run_1/io_fan.png
Scale: 2 px per um.
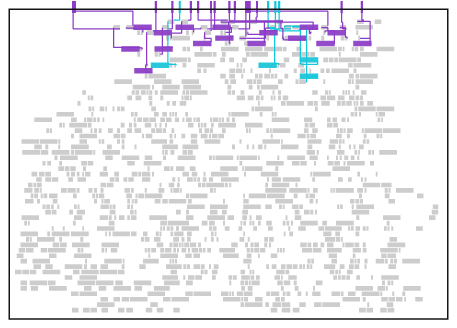
run_1/congestion.png
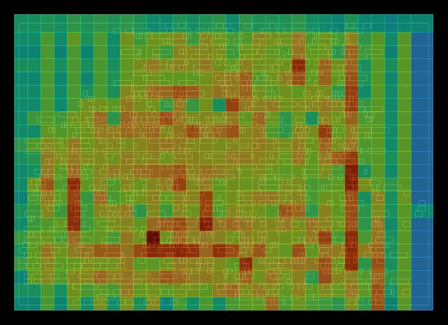
run_1/logic_types.png
Scale: 1.5 px per um.
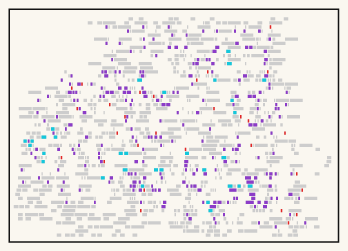
==> config.mk <==
export PLATFORM = sky130hd
export DESIGN_NAME = fpu_addsub_seq
export DESIGN_NICKNAME = d
export VERILOG_FILES = /design/src/rtl/fpu_addsub_seq.sv
export SDC_FILE = /design/constraint.sdc
export NUM_CORES = 1
export LEC_CHECK = 0
export CAP_MARGIN = 5
export CORE_ASPECT_RATIO = 0.7
export CORE_MARGIN = 2
export CORE_UTILIZATION = 29
export DETAILED_ROUTE_END_ITERATION = 8
export PLACE_DENSITY = 0.42
export SLEW_MARGIN = 20
export SYNTH_ARGS = -nofsm -noshare
export SYNTH_HDL_FRONTEND = slang
export SYNTH_SLANG_ARGS = --single-unit
==> constraint.sdc <==
create_clock -name clk -period 6.15 [get_ports clk]
set_clock_uncertainty 0.05 [all_clocks]
set_input_delay 1.23 -clock clk [delete_from_list [all_inputs] [get_ports clk]]
set_output_delay 1.23 -clock clk [all_outputs]
set_load 0.005 [all_outputs]
==> README.md, run 1 <==
| Metric | Reported | Unit |
| --- | --- | --- |
| Status | finished clean | - |
| Post-route setup TNS | 0 | ns |
| CTS H-tree lvls | 4 | - |
| Top layer reached by signal wires | met4 | - |
| Cell chosen for the clock root | sky130_fd_sc_hd__clkbuf_16 | - |
| Classification of the worst-slack hold path | flip-flop to flip-flop | - |
| TritonCTS clock tree | built | - |
| Layout overhead on the synthesized area | 16.43 | % |
| Non-clock inverter count | 29 | - |
| Commonest non-fill, non-tap cells in the layout | 139 x sky130_fd_sc_hd__dfrtp_1, 130 x sky130_fd_sc_hd__nand2_1, 79 x sky130_fd_sc_hd__o21ai_0 | - |
| Routed wl met2 | 10690 | um |
| Clock sink total | 139 | - |
| Wirelength per Cell | 19.44 | um |
| Mapped Cells | 1039 | - |
| Synthesized registers | 139 | - |
| Register-to-register setup slack | 0.67 | ns |
| Count of plain and timing-repair buffers in the layout | 70 | - |
| Wirelength, routed | 29220 | um |
| Top cells by count, synth | 139 x sky130_fd_sc_hd__dfrtp_1, 130 x sky130_fd_sc_hd__nand2_1, 79 x sky130_fd_sc_hd__o21ai_0 | - |
| EDFF count, synth | 0 | - |
| Number of remaining DRC errors | 0 | - |
| Met1 track demand over resource in global routing | 30.91 | % |
| Worst setup path category | flip-flop to flip-flop | - |
| Count of pins over their slew limit | 0 | - |
| Starting utilization of the core area | 29.72 | % |
| Drt initial violations | 509 | - |
| Relative slew slack | 34.08 | % |
| Peak Freq | 0.1826 | GHz |
| Mapped cell area | 9338 | um^2 |
| Area of the die | 33670 | um^2 |
| Vias per std cell | 5.287 | - |
| Largest fanout on the critical path | 16 | - |
| Count of unique library cells instantiated by Yosys | 78 | - |
| Hold path cells | 1 | - |
| Longest Clk Path Bufs | 2 | - |
| Non-clock buffering overhead in the final layout | 6.157 | % |
| Postcts setup bufs | 0 | - |
| Post-detail-place hpwl | 21650 | um |
| Count of warning messages emitted by the tools | 27 | - |
| Most instantiated flip-flop cell in the synthesis netlist | sky130_fd_sc_hd__dfrtp_1 | - |
| Proportion of synthesized chip area in sequential cells | 37.25 | % |
| Area leader, netlist | sky130_fd_sc_hd__dfrtp_1 | - |
| Min Clock Period, post-route | 5.476 | ns |
| Overall via count from detail_route | 7947 | - |
| Setup repair after global routing missed its margin | no | - |
| Post-synth area from yosys stat | 9338 | um^2 |
| Grt ovf | 0 | - |
| Top cell class by occupied area | logic gates | - |
| Critical path's slowest cell | sky130_fd_sc_hd__ha_1 | - |
| Vertical die dimension | 154.1 | um |
| Antenna-violating nets left | 0 | - |
| Post-synth top area share | 37.25 | % |
| Cell count in the Yosys report | 1039 | - |
| Flip-flop and latch share of the layout cell area | 31.99 | % |
| Fraction of the cycle the final worst path needs | 89.05 | % |
| Flop count | 139 | - |
| Cell family with the largest share of critical-path delay | simple AND/OR/NAND/NOR gates | - |
| Post-synth net total | 1113 | - |
| Maximum number of pins on one net before global-route repair | 77 | - |
| Crit path DRT | 6.49 | ns |
| Fill cell total of the finished layout | 3270 | - |
| # nets final | 1145 | - |
| Total of warnings raised by yosys | 0 | - |
| Sequential cell area in the final layout | 3478 | um^2 |
| CP Buf/Inv Count | 1 | - |
| Number of cells traversed by the worst register-to-register path | 16 | - |
| Clkbuf count | 23 | - |
| Global-route wire length before repair | 47650 | um |
| # hold bufs at CTS | 0 | - |
| MI comb cells | 814 | - |
| Post-synthesis area per instance | 8.987 | um^2 |
| Synth async-reset ratio | 100.0 | % |
-- io_fan.png (at the start) --
port	colour	bits	direction	end cells	buffers	wire
`Rsem`	purple	16	output	16	16	590 um
`flags`	cyan	4	output	4	4	187 um
total of buffers placed on input and output ports: 57
Top Ports: 58

-- congestion.png (at the start) --
GR met2 Demand/Resource: 22.51%
most heavily used metal layer in global routing: met1
global-route usage over all layers: 18.31%
final core occ: 34.60%

-- logic_types.png (at the start) --
family	colour	cells	most used
aoi and oai cells	purple	237	o21ai_0
non-inverting ao/oa cells	cyan	31	a21o_1
inv cells	red	29	inv_1
non-filler cells, final: 1503
most numerous logic cell after layout: sky130_fd_sc_hd__dfrtp_1
multi-input combinational area share: 50.85%

==> run 1: logic make-up after synthesis <==
kind of cell | after synthesis | synth area share, %
AOI/OAI and AO/OA | 268 | 18.38
xor gates and xnor gates | 44 | 4.127
muxes | 85 | 11.08
DFF | 139 | 37.25
and+or+nand+nor | 378 | 20.17
buffers and inverters | 86 | 3.712
adders and majority gates | 39 | 5.279
==> run 1: per-stage QoR <==
step	instance area (um^2)	setup WS (ns)	hold slack (ns)	std cells
after floorplan	9338	1.549	0.3851	1039
after global placement	10300	0.5986	0.4038	1472
after detailed placement	10300	0.6091	0.4058	1472
after CTS	10870	0.5782	0.4250	1503
after global routing	10870	0.07216	0.4440	1503
final	10870	0.6736	0.4244	1503
--- run 2 (diff from run 1) ---
--- a/config.mk
+++ b/config.mk
@@ -15,3 +15,4 @@
 export SYNTH_ARGS = -nofsm -noshare
 export SYNTH_HDL_FRONTEND = slang
 export SYNTH_SLANG_ARGS = --single-unit
+export TNS_END_PERCENT = 100
==> README.md, run 2 <==
| Metric | Reported | Unit | vs previous |
| --- | --- | --- | --- |
| Status | finished clean | - | unchanged |
| Top cells by count, synth | 139 x sky130_fd_sc_hd__dfrtp_1, 130 x sky130_fd_sc_hd__nand2_1, 79 x sky130_fd_sc_hd__o21ai_0 | - | unchanged |
| Most heavily used metal layer in global routing | met1 | - | unchanged |
| Fraction of the cycle the final worst path needs | 89.05 | % | unchanged |
| Final hold violation count | 0 | - | unchanged |
| Area share of xor/xnor cells in the synthesized design | 4.127 | % | unchanged |
| Antenna violations before repair | 0 | - | unchanged |
| Synthesized registers | 139 | - | unchanged |
| Share of cell area taken by muxes after synthesis | 11.08 | % | unchanged |
| Top Ports | 58 | - | unchanged |
| Starting utilization of the core area | 29.72 | % | unchanged |
| EDFF count, synth | 0 | - | unchanged |
| Post-route setup TNS | 0 | ns | unchanged |
| Post-synth top area share | 37.25 | % | unchanged |
| Non-filler cells, final | 1503 | - | unchanged |
| Final RePlAce weighted congestion | 0.8422 | - | unchanged |
| Via count of the first global-routing pass | 7864 | - | unchanged |
| Critical path's slowest cell | sky130_fd_sc_hd__ha_1 | - | unchanged |
| Setup repair after global routing missed its margin | no | - | unchanged |
| Overall via count from detail_route | 7947 | - | unchanged |
| Vias per std cell | 5.287 | - | unchanged |
| Global-route usage over all layers | 18.31 | % | unchanged |
| Worst slew pin tran | 0.9760 | ns | unchanged |
| Min Clock Period, post-route | 5.476 | ns | unchanged |
| Proportion of synthesized chip area in sequential cells | 37.25 | % | unchanged |
| Mapped cell area | 9338 | um^2 | unchanged |
| Number of cells traversed by the worst register-to-register path | 16 | - | unchanged |
| Post-synthesis area per instance | 8.987 | um^2 | unchanged |
| Count of warning messages emitted by the tools | 27 | - | unchanged |
| Grt ovf | 0 | - | unchanged |
| Top layer reached by signal wires | met4 | - | unchanged |
| Hold path cells | 1 | - | unchanged |
| Area leader, netlist | sky130_fd_sc_hd__dfrtp_1 | - | unchanged |
| Antenna-violating nets left | 0 | - | unchanged |
| Final core occ | 34.60 | % | unchanged |
| Area of the die | 33670 | um^2 | unchanged |
| Number of remaining DRC errors | 0 | - | unchanged |
| Global-route wire length before repair | 47650 | um | unchanged |
| CP max stage delay | 0.67 | ns | about the same |
| Largest fanout on the critical path | 16 | - | unchanged |
| Main kind of combinational logic by area | simple AND/OR/NAND/NOR gates | - | unchanged |
| Fill cell total of the finished layout | 3270 | - | unchanged |
| Biggest area cells | sky130_fd_sc_hd__dfrtp_1 37%, sky130_fd_sc_hd__nand2_1 5.2%, sky130_fd_sc_hd__ha_1 5.0% | - | unchanged |
| Setup crit start kind | flip-flop | - | unchanged |
| Total of buffers placed on input and output ports | 57 | - | unchanged |
| Cell count in the Yosys report | 1039 | - | unchanged |
| GR met2 Demand/Resource | 22.51 | % | unchanged |
| CTS H-tree lvls | 4 | - | unchanged |
| Most instantiated flip-flop cell in the synthesis netlist | sky130_fd_sc_hd__dfrtp_1 | - | unchanged |
| Wirelength, routed | 29220 | um | unchanged |
| Peak Freq | 0.1826 | GHz | unchanged |
| Instance area after placement | 10300 | um^2 | unchanged |
| Number of iterations in the first detailed-routing pass | 6 | - | unchanged |
| Area share of fa/ha/maj cells after synthesis | 5.279 | % | unchanged |
| Synth async-reset ratio | 100.0 | % | unchanged |
| Vertical die dimension | 154.1 | um | unchanged |
| Routed wl met2 | 10690 | um | unchanged |
| Post-placement worst setup slack | 0.6091 | ns | unchanged |
| Worst Hold Margin | 0.4244 | ns | unchanged |
| Maximum number of pins on one net before global-route repair | 77 | - | unchanged |
| Most numerous logic cell after layout | sky130_fd_sc_hd__dfrtp_1 | - | unchanged |
| Register-to-register setup slack | 0.67 | ns | about the same |
| Drt initial violations | 509 | - | unchanged |
| Worst-case setup margin in the final layout | 0.6736 | ns | unchanged |
| Post-synth net total | 1113 | - | unchanged |
| Commonest non-fill, non-tap cells in the layout | 139 x sky130_fd_sc_hd__dfrtp_1, 130 x sky130_fd_sc_hd__nand2_1, 79 x sky130_fd_sc_hd__o21ai_0 | - | unchanged |
| Mapped Cells | 1039 | - | unchanged |
| TritonCTS clock tree | built | - | unchanged |
| Cell chosen for the clock root | sky130_fd_sc_hd__clkbuf_16 | - | unchanged |
| Crit-path cells | or4_1, nor2_1, nor2b_1, ha_1, nand4_1, a21oi_1, o31ai_2, a2111oi_0, a31oi_2, ha_1, inv_1, nor2_1, a22oi_1, mux2_2, o21ai_1, a22o_1 | - | unchanged |
| Post-detail-place hpwl | 21650 | um | unchanged |
| And-or/or-and share of the synthesized area | 18.38 | % | unchanged |
| Count of unique library cells instantiated by Yosys | 78 | - | unchanged |
| Post-synth area from yosys stat | 9338 | um^2 | unchanged |
| # nets final | 1145 | - | unchanged |
| Summed area of non-filler cells in the final layout | 10870 | um^2 | unchanged |
| Classification of the worst-slack hold path | flip-flop to flip-flop | - | unchanged |
| Clock sink total | 139 | - | unchanged |
| Total of warnings raised by yosys | 0 | - | unchanged |
| Layout overhead on the synthesized area | 16.43 | % | unchanged |
| Relative slew slack | 34.08 | % | unchanged |
| Crit path DRT | 6.49 | ns | about the same |
| Post-Synth Simple-Gate Area | 20.17 | % | unchanged |
| Longest Clk Path Bufs | 2 | - | unchanged |
| Sequential cell area in the final layout | 3478 | um^2 | unchanged |
| Count of pins over their slew limit | 0 | - | unchanged |
| Worst setup path category | flip-flop to flip-flop | - | unchanged |
| Logic cell area | 5528 | um^2 | unchanged |
| Placed Cells | 1472 | - | unchanged |
[run 2: cell counts after synthesis]
No cell type changed its count.
[run 2: worst max-delay path: cells and delay by family, from the launching register on]
family                   cells  cell delay [ns]
adder cells (fa/ha/maj)      2             1.00
buffers and inverters        1             0.22
AND-OR/OR-AND                7             1.52
multiplexers                 1             0.30
flip-flops                   1             0.46
AND/OR/NAND/NOR              5             1.85
[run 2: area by class of cell]
type | instances | area share, %
clock buffers | 23 | 4.304
clock inverters | 8 | 0.8632
inverters | 29 | 1.001
multi-input cells | 814 | 50.85
flip-flops and latches | 139 | 31.99
well taps | 420 | 4.834
repair buffers | 70 | 6.157
[run 2: repair_timing]
item,in CTS,in global routing
endpoints found under the setup margin,0,1
hold buffers,0,0
gates resized,0,1
buffers inserted,0,0
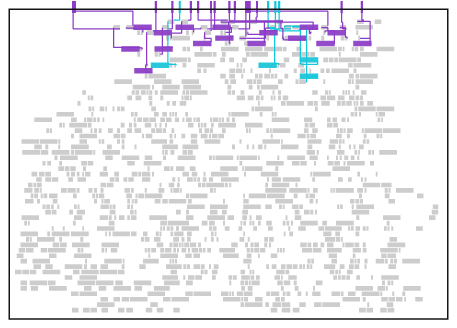
run_2/io_fan.png
Scale: 2 px per um.
port	colour	bits	direction	end cells	buffers	wire
`Rsem`	purple	16	output	16	16	590 um
`flags`	cyan	4	output	4	4	187 um

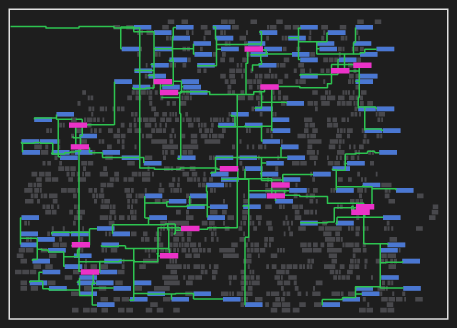
run_2/clk_routes.png
Scale: 2 px per um.
[clock drivers] magenta | count: 17
[flip-flops] blue | count: 139
[clock wires] green | length: 2420 um
flops lie	widely spread
routed clock nets	18
clock latency on the worst-skew pair: 0.45 ns

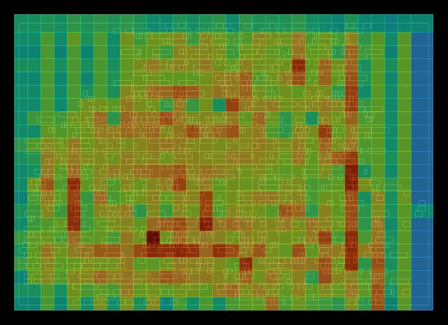
run_2/congestion.png
Wirelength per Cell: 19.44 um
global-route met3 utilization: 3.620%
met1 track demand over resource in global routing: 30.91%

